===== config.mk =====
export PLATFORM = sky130hd
export DESIGN_NAME = mem_access_ctrl
export DESIGN_NICKNAME = d
export VERILOG_FILES = /design/src/rtl/mem_access_pkg.sv /design/src/rtl/mem_load_align.sv /design/src/rtl/mem_access_ctrl.sv
export SDC_FILE = /design/constraint.sdc
export NUM_CORES = 1
export LEC_CHECK = 0
export CAP_MARGIN = 40
export CELL_PAD_IN_SITES_DETAIL_PLACEMENT = 0
export CELL_PAD_IN_SITES_GLOBAL_PLACEMENT = 1
export CORE_UTILIZATION = 41
export DETAILED_ROUTE_END_ITERATION = 6
export PLACE_DENSITY_LB_ADDON = 0.1
export SETUP_SLACK_MARGIN = 0.2
export SKIP_LAST_GASP = 1
export SYNTH_ARGS = -nofsm -noshare
export SYNTH_HDL_FRONTEND = slang
export SYNTH_HIERARCHICAL = 1
export SYNTH_SLANG_ARGS = --single-unit

===== constraint.sdc =====
create_clock -name CLK -period 4.69 [get_ports CLK]
set_input_delay 0.938 -clock CLK [delete_from_list [all_inputs] [get_ports CLK]]
set_output_delay 0.938 -clock CLK [all_outputs]
set_load 0.02 [all_outputs]

===== src/rtl/mem_access_pkg.sv =====
// Shared definitions for the data-memory access controller:
// FSM state encoding, bus direction constants and the word size.
package mem_access_pkg;

    typedef enum logic [1:0] {
        IDLE = 2'd0,
        XFER = 2'd1,
        RESP = 2'd2
    } state_t;

    localparam logic MEM_READ  = 1'b0;
    localparam logic MEM_WRITE = 1'b1;

    localparam int WORD_BYTES = 4;

endpackage


===== src/rtl/mem_load_align.sv =====
// Load-result formatting for the memory access controller.
// Takes the assembled read bytes (byte loads use only bits 7:0).
// Produces the value returned to the CPU: the full word, or a sign/zero-extended byte.
// Stores always return zero.
module mem_load_align
    import mem_access_pkg::*;
(
    input  logic [31:0] bytes_in,
    input  logic        is_byte,
    input  logic        is_signed,
    input  logic        is_write,
    output logic [31:0] rdata
);

    // Pick word or extended byte; stores carry no read data
    always_comb begin
        rdata = '0;
        if (is_write != MEM_WRITE) begin
            if (is_byte) begin
                if (is_signed) begin
                    rdata = {{24{bytes_in[7]}}, bytes_in[7:0]};
                end else begin
                    rdata = {24'h0, bytes_in[7:0]};
                end
            end else begin
                rdata = bytes_in;
            end
        end
    end

endmodule


===== src/rtl/mem_access_ctrl.sv =====
// CPU-side initiator for the byte-organised data RAM.
// Each load/store is turned into 1 or 4 byte-wide bus cycles, big-endian (base byte = bits 31:24).
// A one-cycle response strobe follows the bus cycles.
// Optional build macro MEM_ACCESS_ALIGN_CHECK_EN: misaligned word requests are
// rejected with rsp_err instead of being transferred.
module mem_access_ctrl
    import mem_access_pkg::*;
#(
    parameter int ADDR_W     = 32,
    parameter int WORD_BYTES = mem_access_pkg::WORD_BYTES
) (
    input  logic              CLK,
    input  logic              Reset_n,
    input  logic              req_valid,
    output logic              req_ready,
    input  logic              req_write,
    input  logic              req_byte,
    input  logic              req_signed,
    input  logic [ADDR_W-1:0] req_addr,
    input  logic [31:0]       req_wdata,
    output logic              rsp_valid,
    output logic [31:0]       rsp_rdata,
    output logic              rsp_err,
    output logic              mem_en,
    output logic              mem_RW,
    output logic [ADDR_W-1:0] mem_addr,
    output logic [7:0]        mem_wbyte,
    input  logic [7:0]        mem_rbyte
);

    localparam int IDX_W = (WORD_BYTES > 1) ? $clog2(WORD_BYTES) : 1;

    state_t           state;
    logic [IDX_W-1:0] idx;
    logic [IDX_W-1:0] last_idx;
    logic [23:0]      wdata_q;
    logic             write_q;
    logic             byte_q;
    logic             signed_q;
    logic [23:0]      asm_q;
    logic [31:0]      asm_next;
    logic [31:0]      aligned;

    // The byte arriving this cycle is shifted in, so the last one is included in the response.
    assign asm_next = {asm_q, mem_rbyte};

    mem_load_align u_align (
        .bytes_in  (asm_next),
        .is_byte   (byte_q),
        .is_signed (signed_q),
        .is_write  (write_q),
        .rdata     (aligned)
    );

`ifdef MEM_ACCESS_ALIGN_CHECK_EN
    logic err_q;
    logic misaligned;
    assign misaligned = !req_byte && (req_addr[1:0] != 2'b00);
    assign rsp_err    = err_q;
`else
    assign rsp_err = 1'b0;
`endif

    // Request FSM: accept in IDLE, walk the bytes in XFER, strobe the result in RESP
    always_ff @(posedge CLK or negedge Reset_n) begin
        if (!Reset_n) begin
            state     <= IDLE;
            idx       <= '0;
            last_idx  <= '0;
            wdata_q   <= '0;
            write_q   <= MEM_READ;
            byte_q    <= 1'b0;
            signed_q  <= 1'b0;
            asm_q     <= '0;
            req_ready <= 1'b1;
            rsp_valid <= 1'b0;
            rsp_rdata <= '0;
            mem_en    <= 1'b0;
            mem_RW    <= MEM_READ;
            mem_addr  <= '0;
            mem_wbyte <= '0;
`ifdef MEM_ACCESS_ALIGN_CHECK_EN
            err_q     <= 1'b0;
`endif
        end else begin
            case (state)
                IDLE: begin
                    if (req_valid && req_ready) begin
                        write_q   <= req_write;
                        byte_q    <= req_byte;
                        signed_q  <= req_signed;
                        wdata_q   <= req_wdata[23:0];
                        asm_q     <= '0;
                        idx       <= '0;
                        last_idx  <= req_byte ? '0 : IDX_W'(WORD_BYTES - 1);
                        req_ready <= 1'b0;
`ifdef MEM_ACCESS_ALIGN_CHECK_EN
                        if (misaligned) begin
                            state     <= RESP;
                            rsp_valid <= 1'b1;
                            rsp_rdata <= '0;
                            err_q     <= 1'b1;
                        end else begin
                            state     <= XFER;
                            mem_en    <= 1'b1;
                            mem_RW    <= req_write;
                            mem_addr  <= req_addr;
                            mem_wbyte <= req_byte ? req_wdata[7:0] : req_wdata[31:24];
                        end
`else
                        state     <= XFER;
                        mem_en    <= 1'b1;
                        mem_RW    <= req_write;
                        mem_addr  <= req_addr;
                        mem_wbyte <= req_byte ? req_wdata[7:0] : req_wdata[31:24];
`endif
                    end
                end
                XFER: begin
                    asm_q <= asm_next[23:0];
                    if (idx == last_idx) begin
                        state     <= RESP;
                        mem_en    <= 1'b0;
                        mem_RW    <= MEM_READ;
                        rsp_valid <= 1'b1;
                        rsp_rdata <= aligned;
                    end else begin
                        idx       <= idx + IDX_W'(1);
                        mem_addr  <= mem_addr + ADDR_W'(1);
                        mem_wbyte <= wdata_q[23:16];
                        wdata_q   <= {wdata_q[15:0], 8'h00};
                    end
                end
                RESP: begin
                    state     <= IDLE;
                    rsp_valid <= 1'b0;
                    req_ready <= 1'b1;
`ifdef MEM_ACCESS_ALIGN_CHECK_EN
                    err_q     <= 1'b0;
`endif
                end
                default: begin
                    state     <= IDLE;
                    mem_en    <= 1'b0;
                    mem_RW    <= MEM_READ;
                    rsp_valid <= 1'b0;
                    req_ready <= 1'b1;
                end
            endcase
        end
    end

endmodule

==> impl_metrics.tcl, run 1 <==
# implementation run metrics
set metrics [dict create \
    wl_met1_mm 7.95 \
    ys_cells 708 \
    synth_warnings 6 \
    clk-power_w 0.00144 \
    comb_cell_power_w 0.00292 \
    clkPwrFrac 0.222 \
    r2r-end "mem_addr[31]" \
    fmax_mhz 385 \
    reg2reg_depth 5 \
    drt-wirelength-per-cell_um 16.7 \
    synth_top_area_share 0.500 \
    dr_wl_met2_mm 8.67 \
    seq_power_share 0.330 \
    crit_slowest_cell "clkdlybuf4s50_1" \
    top_cells_by_area "dfrtp_1, nand2_1, mux2_2" \
    ys.flop_type "dfrtp_1" \
    power.density_nw_per_um2 725 \
    status "complete, no violations" \
    antenna_found_initial 0 \
    io_pins 155 \
    p_seq_w 0.00215 \
    timing.rr.start "state[0]" \
    internal_power_w 0.00391 \
    gr-usage-met1 0.300 \
    top_regs "mem_addr: 32 flops, rsp_rdata: 32 flops" \
    cts_htree_levels 4 \
    start_kind "primary input" \
    cts_setup_buffers 0 \
    diodes 0 \
    synth_cell_type_count 59 \
    numCtsBuffers 17 \
    fa_ha_area_frac 0.00191 \
    drive_above_1_share 0.141 \
    mux_share 0.0686 \
    switching_share 0.399 \
    highest_layer "met4" \
    dpl_cell_area_um2 8340 \
    synth_area_um2 6560 \
    async_flop_share 1.00 \
    finClkSkew_ps 7.54 \
    grt_usage 0.227 \
    cts_resized 0 \
    r2r_slack_ps 2200 \
    synth.yosys.chip_area_um2 6560 \
    ys_ff 132 \
    critPathKind "primary input to flip-flop" \
    maxPowerGroup "combinational logic" \
    post-route-period-util 0.554 \
    top_logic_kind "simple AND/OR/NAND/NOR gates" \
    fin_tns_setup_ps 0 \
    fin_ws_ps 2090 \
    maxSlewViolCount 0 \
    dr.pass1.iters 4 \
    cts_hold_buf 0 \
    rsz0062_at_grt "false" \
    slew_headroom 0.517 \
    hold_class "primary input to asynchronous set/reset pin" \
    syn-num-nets 787 \
    edf_count 0 \
    xor_share 0.00133 \
    wl_met3_um 749 \
    root_buffer "clkbuf_16" \
    cap_violations 0 \
    hpwl_mm 12.0 \
    post-place-ws_ps 1670 \
    synth.most_common_cell "nand2_1" \
    layout_top_cells "clkdlybuf4s50_1, nand2_1, dfrtp_1" \
    die.size.x_um 129 \
    final_cell_area_um2 8980 \
    grt_max_degree 68 \
    fin_crit_ps 2600 \
    crit_arrival_ps 2910 \
    cts_tree "built" \
    grt_overflow 0 \
    worstPathMaxFanout 48 \
    grt_pass1_wl_mm 29.2 \
    portBuffers 153 \
    hold_ws_ps 466 \
    crit_start "req_valid" \
    syn_to_final_growth_pct 36.8 \
    rows 45 \
    placed_cells 1034 \
    finalWeightedCongestion 0.799 \
    cts.sinks 132 \
    clk_path_buf_depth 2 \
    cpPeakStageDelay_ps 530 \
    p_sw_w 0.00260 \
    die_height_um 129 \
    detail-route-antenna-nets 0 \
    via_per_inst 5.35 \
    tool_warnings 26 \
    power_w 0.00651 \
    worstPathCellList "clkdlybuf4s50_1 -> nor4bb_4 -> buf_4 -> a31oi_4 -> inv_2 -> buf_12 -> o21ai_0 -> a22o_2" \
    power_frac_comb 0.449 \
    synth-simple-area-share 0.209 \
    clk_pin_slew_worst_paths_ps 60 \
    synth_cells 708 \
    yosys-top-cells-count "nand2_1, dfrtp_1, o21ai_0, a21oi_1, nor2_1" \
    drcViolationCount 0 \
    final_layout_top_logic_cell "clkdlybuf4s50_1" \
    final_core_utilization 0.582 \
    drt-initial-drc-count 370 \
]
[run 1: final cells by class]
class                      count  area, µm²
tap                          211        264
inverter                       6       22.5
fill                        1413       6450
multi-input combinational    518       3060
timing repair buffer         167       1690
sequential                   132       3300
clock buffer                  22        494
clock inverter                 8        146
[run 1: how the worst max path moves through the flow]
stage	to	slack, ps	cells past startpoint
after floorplan	mem_addr[1]	2370	7
after global placement	mem_addr[8]	1360	7
after detailed placement	mem_addr[8]	1670	8
after CTS	mem_addr[8]	2100	8
after global routing	mem_addr[8]	1970	8
final	mem_addr[8]	2090	8
[run 1: worst max-delay path, delay by kind of cell]
kind,cells,cell delay [ps]
buf+inv,4,1290
compound gates,3,460
simple gates,1,200
Fig. 1: run 1, cell placement
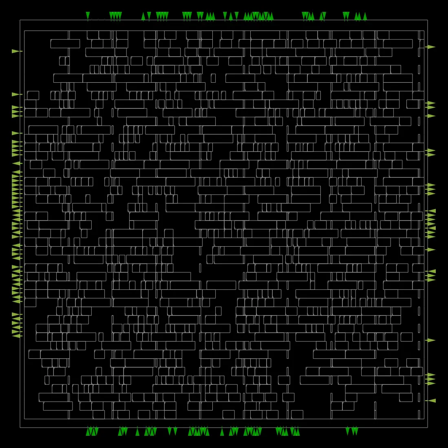
final non-filler cell total: 1064
# fillers: 1413

Fig. 2: run 1, met3 routing
Scale bar: 50 µm.
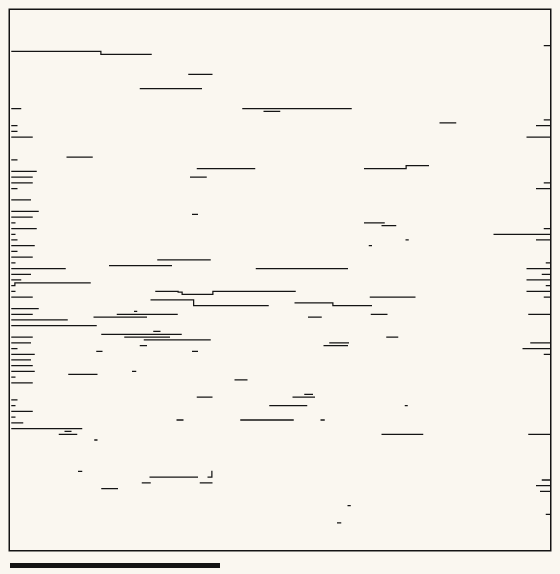
share of all routed wire	4.2%
longest straight run	25.8 µm
main direction	horizontal
wire length on this layer	750 µm
nets with wire on the layer	104
met3 Use GR: 0.0374
routed via count: 5693
Detailed Route WL: 17.8 mm

Fig. 3: run 1, cell density map
13 x 13 tiles, from black (low) to pale yellow (high), 0 to 100% covered.
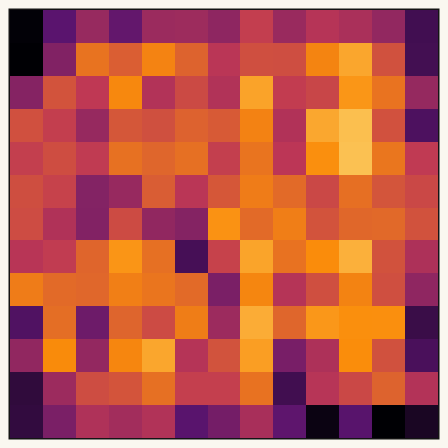
fullest tile	87%
nearly empty tiles	1.8%
mean over tiles	53%
tiles over 75% full	11%
fp util: 0.425
Core ar.: 15400 µm²

Fig. 4: run 1, logic cells by family
Scale bar: 50 µm.
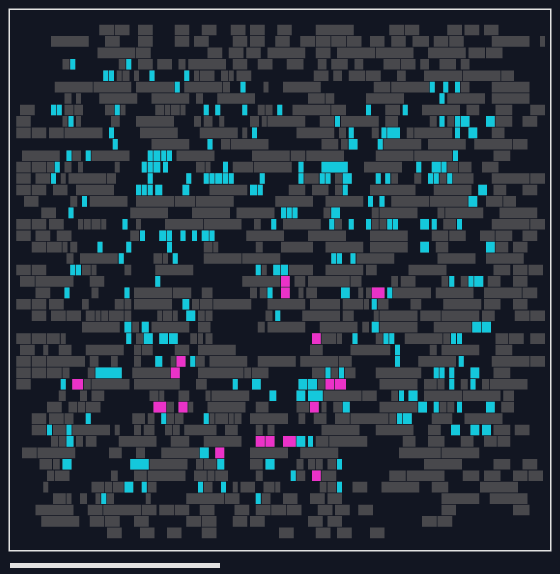

==> run 2: changes to the inputs <==
Settings changed: CORE_UTILIZATION 41 to 38.
Clock period 4.69 ns to 2.7 ns, I/O delays scaled along.
Fig. 5: run 2, logic cells by family
Scale bar: 50 µm.
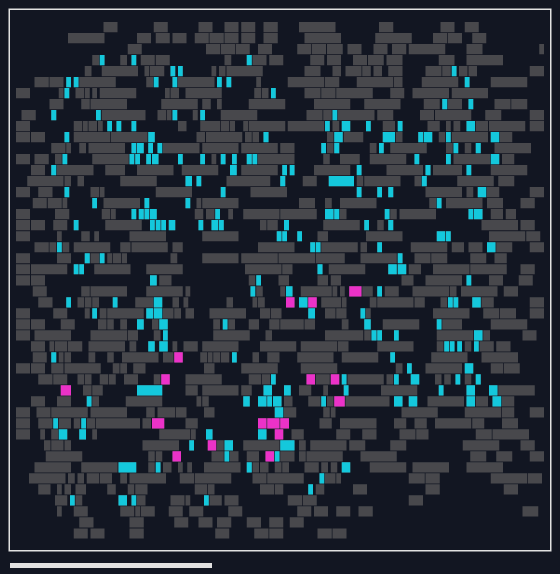
family	color	cells	most used
AND and OR gates	magenta	17	and3_1
NAND gates	cyan	207	nand2_1
final non-filler cell total: 1084
Commonest Layout Cell: clkdlybuf4s50_1
multi-input combinational area share: 0.339

Fig. 6: run 2, cell density map
13 x 13 tiles, from black (low) to pale yellow (high), 0 to 100% covered.
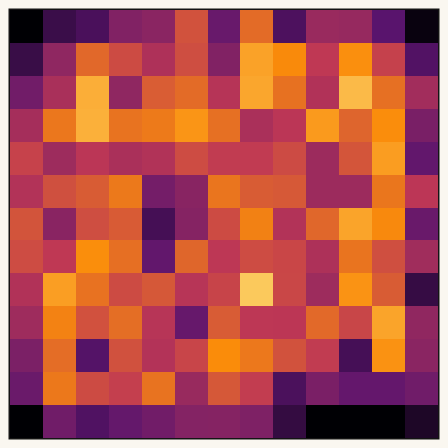
mean over tiles	49%
emptiest ninth of the die	bottom right
nearly empty tiles	3.0%
tiles over 75% full	10%
fp util: 0.393
Core ar.: 16700 µm²

Fig. 7: run 2, nets reached from selected ports
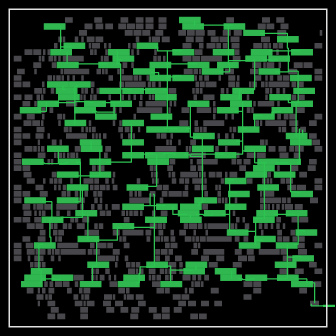
port	color	bits	direction	end cells	buffers	wire
Reset_n	green	1	input	132	4	1100 µm
I/O pins: 155
quantity of I/O buffers inserted on ports: 153

==> impl_metrics.tcl, run 2 <==
# implementation run metrics
set metrics [dict create \
    status "complete, no violations" \
    cts_htree_levels 4 \
    path_depth 6 \
    top_regs "mem_addr: 32 flops, rsp_rdata: 32 flops" \
    hold_ws_ps 21.3 \
    critPathBufInv 0 \
    synth.most_common_cell "nand2_1" \
    crit_start "mem_addr[1]" \
    yosys-top-cells-count "nand2_1, dfrtp_1, o21ai_0, a21oi_1, nor2_1" \
    finalWeightedCongestion 0.822 \
    tap-cell-count 220 \
    logic_gate_count 518 \
    timing.rr.start "mem_addr[1]" \
    via_per_inst 5.30 \
    synth_area_um2 6560 \
    cap_violations 0 \
    dpl_cell_area_um2 8390 \
    num_vias 5749 \
    fin_tns_setup_ps 0 \
    internal_power_w 0.00684 \
    drt-initial-drc-count 291 \
    switching_share 0.399 \
    cts_resized 0 \
    tightest_slew_ps 629 \
    post-place-ws_ps 346 \
    fa_ha_area_frac 0.00191 \
    dominant-cell-class "flip-flops and latches" \
    clk-power_w 0.00251 \
    r2r_slack_ps 430 \
    cts_setup_buffers 0 \
    diodes 0 \
    ys.flop_type "dfrtp_1" \
    post-route-period-util 0.839 \
    grt_max_degree 58 \
    power_w 0.0114 \
    start_kind "flip-flop" \
    synth_top_area_share 0.500 \
    ys_cells 708 \
    cpPeakStageDelay_ps 550 \
    async_flop_share 1.00 \
    rows 47 \
    syn-num-nets 787 \
    fin_crit_ps 2270 \
    maxPowerGroup "combinational logic" \
    clk_path_buf_depth 2 \
    top_cells_by_area "dfrtp_1, nand2_1, mux2_2" \
    drive_above_1_share 0.152 \
    grt_usage 0.218 \
    placed_cells 1052 \
    hpwl_mm 12.7 \
    synth_warnings 6 \
    ys_ff 132 \
    cts_tree "built" \
    fmax_mhz 441 \
    power_frac_comb 0.454 \
    clkPwrFrac 0.221 \
    slew_headroom 0.579 \
    dr.pass1.iters 5 \
    fin_ws_ps 434 \
    clk_pin_slew_worst_paths_ps 60 \
    worstPathMaxFanout 6 \
    layout_top_cells "clkdlybuf4s50_1, nand2_1, dfrtp_1" \
    grt_overflow 0 \
    buffers 176 \
    drcViolationCount 0 \
    sh_seq_area 0.366 \
    flops 132 \
    drt-wirelength-per-cell_um 16.8 \
    wirelength_mm 18.2 \
    maxSlewViolCount 0 \
    hold_class "primary input to asynchronous set/reset pin" \
    syn_to_final_growth_pct 37.8 \
    grt_pass1_wl_mm 30.3 \
    crit_end "mem_addr[30]" \
    cts_hold_buf 0 \
    inv_count 6 \
    comb_cell_power_w 0.00517 \
    critPathKind "flip-flop to flip-flop" \
    crit_family "simple AND/OR/NAND/NOR gates" \
    clock_buffers 23 \
    antenna_found_initial 0 \
    r2r-end "mem_addr[30]" \
    root_buffer "clkbuf_16" \
    rsz0062_at_grt "false" \
    synth.yosys.chip_area_um2 6560 \
    finClkSkew_ps 4.23 \
    final_core_utilization 0.541 \
    die.size.x_um 133 \
    die_height_um 133 \
    mux_share 0.0686 \
    p_sw_w 0.00453 \
    reg2reg_depth 6 \
    p_seq_w 0.00370 \
    worstPathCellList "ha_1 -> nand4_1 -> nor2_2 -> nand3_2 -> or4_1 -> o211ai_1" \
    tool_warnings 26 \
    dieArea_um2 17800 \
    power.density_nw_per_um2 1260 \
    detail-route-antenna-nets 0 \
    edf_count 0 \
    seq_power_share 0.325 \
    synth-simple-area-share 0.209 \
    buf_share 0.191 \
    crit_slowest_cell "or4_1" \
    synth_cells 708 \
    final_cell_area_um2 9040 \
    logic_area_um2 3060 \
    seq_area_um2 3300 \
]
## run 2: cell types whose count changed in the layout (fill, tap and decap cells not counted), sizes merged
| cell | before | now |
|---|---|---|
| buf | 15 | 24 |
| clkinv | 2 | 4 |
| clkbuf | 22 | 23 |
| inv | 7 | 6 |
## run 2: kinds of logic after synthesis
| kind of cell | Yosys count |
|---|---|
| AND/OR/NAND/NOR | 290 |
| XOR/XNOR | 1 |
| flip-flops | 132 |
| other | 1 |
| adder cells (fa/ha/maj) | 1 |
| buffers and inverters | 58 |
| AND-OR/OR-AND | 184 |
| multiplexers | 41 |
## run 2: metal layers
layer | routed length (µm) | GRT usage
met1 | 8070 | 0.284
met2 | 9050 | 0.361
met3 | 863 | 0.0460
met4 | 232 | 0.0701
met5 | 0 | 0
